===== config.mk =====
export PLATFORM = sky130hd
export DESIGN_NAME = depacketizer_vc_rx
export DESIGN_NICKNAME = d
export VERILOG_FILES = /design/src/rtl/depacketizer_vc_rx.sv
export SDC_FILE = /design/constraint.sdc
export NUM_CORES = 1
export LEC_CHECK = 0
export CAP_MARGIN = 10
export CORE_MARGIN = 3
export CORE_UTILIZATION = 47
export CTS_BUF_LIST = sky130_fd_sc_hd__clkbuf_8 sky130_fd_sc_hd__clkbuf_16
export CTS_CLUSTER_SIZE = 12
export DETAILED_ROUTE_END_ITERATION = 8
export PLACE_DENSITY = 0.87
export SLEW_MARGIN = 10
export SYNTH_ARGS = -nofsm -noshare
export SYNTH_HDL_FRONTEND = slang
export SYNTH_SLANG_ARGS = --single-unit

===== constraint.sdc =====
create_clock -name clk -period 5.2 [get_ports clk]
set_clock_uncertainty 0.05 [all_clocks]
set_input_delay 0.78 -clock clk [delete_from_list [all_inputs] [get_ports clk]]
set_output_delay 0.78 -clock clk [all_outputs]
set_load 0.01 [all_outputs]

===== src/rtl/depacketizer_vc_rx.sv =====
// NoC egress depacketizer: validates head/body/tail flits of one VC packet,
// strips the headers and presents the reassembled payload on a valid/ready port.
module depacketizer_vc_rx #(
    parameter int ADDRESS_WIDTH    = 4,
    parameter int VC_ADDRESS_WIDTH = 1,
    parameter int FLIT_WIDTH       = 36,
    parameter int MAX_FLITS        = 4,
    parameter int WIDTH_OUT        = 124
) (
    input  logic                             clk,
    input  logic                             rst,
    input  logic [FLIT_WIDTH-1:0]            flit_in,
    input  logic                             flit_valid_in,
    output logic                             flit_ready_out,
    output logic [WIDTH_OUT-1:0]             data_out,
    output logic [ADDRESS_WIDTH-1:0]         dst_out,
    output logic [VC_ADDRESS_WIDTH-1:0]      vc_out,
    output logic [$clog2(MAX_FLITS+1)-1:0]   flits_out,
    output logic                             valid_out,
    input  logic                             ready_in,
    output logic                             err_out
);

    localparam int H   = 3 + VC_ADDRESS_WIDTH;
    localparam int P   = FLIT_WIDTH - H;
    localparam int CAP = MAX_FLITS * P - ADDRESS_WIDTH;
    localparam int DW  = P - ADDRESS_WIDTH;
    localparam int FCW = $clog2(MAX_FLITS + 1);

    // Handshakes: a flit moves when flit_valid_in && flit_ready_out at a rising
    // edge; the output word moves when valid_out && ready_in at a rising edge.
    typedef enum logic [1:0] {IDLE, COLLECT, DRAIN, OUTPUT} state_t;

    state_t                      state, state_n;
    logic [CAP-1:0]              buffer, buffer_n;
    logic [ADDRESS_WIDTH-1:0]    dst_n;
    logic [VC_ADDRESS_WIDTH-1:0] vc_n;
    logic [FCW-1:0]              flits_n;
    logic                        err_n;
    logic                        do_head, do_append;

    logic                        f_valid, f_head, f_tail, accept;
    logic [VC_ADDRESS_WIDTH-1:0] f_vc;
    logic [P-1:0]                f_payload;

    assign f_valid   = flit_in[FLIT_WIDTH-1];
    assign f_head    = flit_in[FLIT_WIDTH-2];
    assign f_tail    = flit_in[FLIT_WIDTH-3];
    assign f_vc      = flit_in[P +: VC_ADDRESS_WIDTH];
    assign f_payload = flit_in[P-1:0];
    assign accept    = flit_valid_in && flit_ready_out && f_valid;

    assign data_out = buffer[CAP-1 -: WIDTH_OUT];

    always_comb begin
        state_n   = state;
        buffer_n  = buffer;
        dst_n     = dst_out;
        vc_n      = vc_out;
        flits_n   = flits_out;
        err_n     = 1'b0;
        do_head   = 1'b0;
        do_append = 1'b0;

        case (state)
            IDLE: begin
                if (accept) begin
                    if (f_head) do_head = 1'b1;
                    else        err_n   = 1'b1;
                end
            end
            COLLECT: begin
                if (accept) begin
                    if (f_head) begin
                        err_n   = 1'b1;
                        do_head = 1'b1;
                    end else if (f_vc != vc_out) begin
                        err_n   = 1'b1;
                        state_n = f_tail ? IDLE : DRAIN;
                    end else if (f_tail) begin
                        do_append = 1'b1;
                        state_n   = OUTPUT;
                    end else if (flits_out == FCW'(MAX_FLITS - 1)) begin
                        // a body here would leave no slot for the tail
                        err_n   = 1'b1;
                        state_n = DRAIN;
                    end else begin
                        do_append = 1'b1;
                    end
                end
            end
            DRAIN: begin
                if (accept) begin
                    if (f_head)      do_head = 1'b1;
                    else if (f_tail) state_n = IDLE;
                end
            end
            OUTPUT: begin
                if (ready_in) state_n = IDLE;
            end
            default: state_n = IDLE;
        endcase

        if (do_head) begin
            buffer_n              = '0;
            buffer_n[CAP-1 -: DW] = f_payload[DW-1:0];
            dst_n                 = f_payload[P-1 -: ADDRESS_WIDTH];
            vc_n                  = f_vc;
            flits_n               = FCW'(1);
            state_n               = f_tail ? OUTPUT : COLLECT;
        end

        // body k lands directly below the head segment, k-1 slots further down
        if (do_append) begin
            for (int k = 1; k < MAX_FLITS; k++) begin
                if (flits_out == FCW'(k))
                    buffer_n[CAP-1-DW-(k-1)*P -: P] = f_payload;
            end
            flits_n = flits_out + FCW'(1);
        end
    end

    always_ff @(posedge clk or posedge rst) begin
        if (rst) begin
            state          <= IDLE;
            buffer         <= '0;
            dst_out        <= '0;
            vc_out         <= '0;
            flits_out      <= '0;
            err_out        <= 1'b0;
            valid_out      <= 1'b0;
            flit_ready_out <= 1'b1;
        end else begin
            state          <= state_n;
            buffer         <= buffer_n;
            dst_out        <= dst_n;
            vc_out         <= vc_n;
            flits_out      <= flits_n;
            err_out        <= err_n;
            valid_out      <= (state_n == OUTPUT);
            flit_ready_out <= (state_n != OUTPUT);
        end
    end

endmodule


Fig. 1: placed standard cells
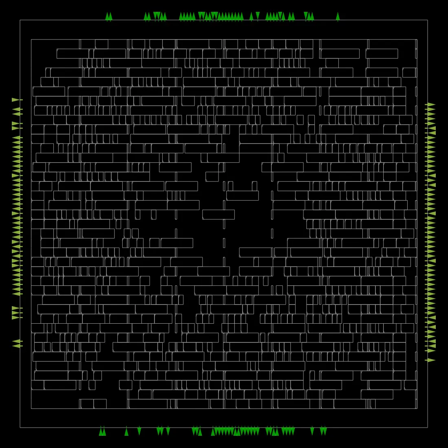
Fillers: 916
num rows: 39
core footprint: 11,800 sq um
sequential cell area share: 0.425
Final Non-Filler Cells: 946

Fig. 2: port wiring
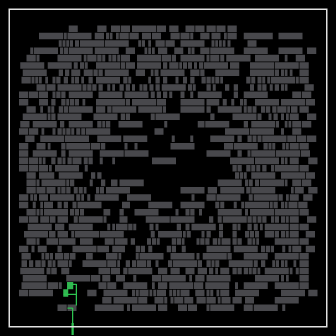
`flit_valid_in`: in green, bits 1, direction input, edge bottom, end cells 2, buffers 1, wire 22.7 microns.
port bufs: 174
Ports: 175

==> run summary <==
Status = complete, no violations
Post-Route WL = 16.3 mm
Skew-Pair Late Insertion Delay = 0.42 ns
Top Layer Used = met4
PwrDens = 355 nW/um^2
Cell class ranked first by area = flip-flops and latches
Gate Count Post-Synth = 625
Syn avg cell area = 9.28 sq um
Simple-gate share of the synthesized area = 0.239
Gate power share = 0.162
Top cells excl fill/tap = nand2_1 (197), clkdlybuf4s50_1 (174), dfrtp_1 (136)
Setup violators final = 0
Clock net power = 1200 uW
Crit path max-delay family = simple AND/OR/NAND/NOR gates
Comb/total area = 0.254
Initial DRT Pass Iterations = 5
CTS-repair resized insts = 0
Via density = 5.48
Register share of total power = 0.421
Non-clk buf share = 0.219
Crit path buf inv count = 2
Global-route wire length before repair = 26.0 mm
Minimum clock period = 2.89 ns
Total gr overflow = 0
Routability congestion estimate from global placement = 0.828
Fin crit share = 0.557
Max Cap Viol = 0
DRT met1 WL = 6.86 mm
Vias = 5,184
CP Cell Sequence = clkdlybuf4s50_1, and3_1, nand3_4, buf_4, nand2_1, o21ai_0
Hpwl dp = 10.5 mm
Kind of critical path = input pin to flop
Routing usage on met1 = 0.320
Post-route cell area = 8080 sq um
RSZ-0062 raised after global routing = false
Highest clock rate = 345 MHz
Nets = 814
Mapped cell area = 5800 sq um
Fa+ha+maj area frac = 0.00862
Syn_nets = 669
Buffers, non-clock = 178
Critical path required time = 5.42 ns
Global-route usage over all layers = 0.243
CTS root buf = clkbuf_16
Dpl cells = 915
CTS clock-pin slew for the worst setup and hold paths = 0.06 ns
Async SR Flop Fraction = 1.00
Power figures rest on the tool's default switching activity, not on a simulated workload.
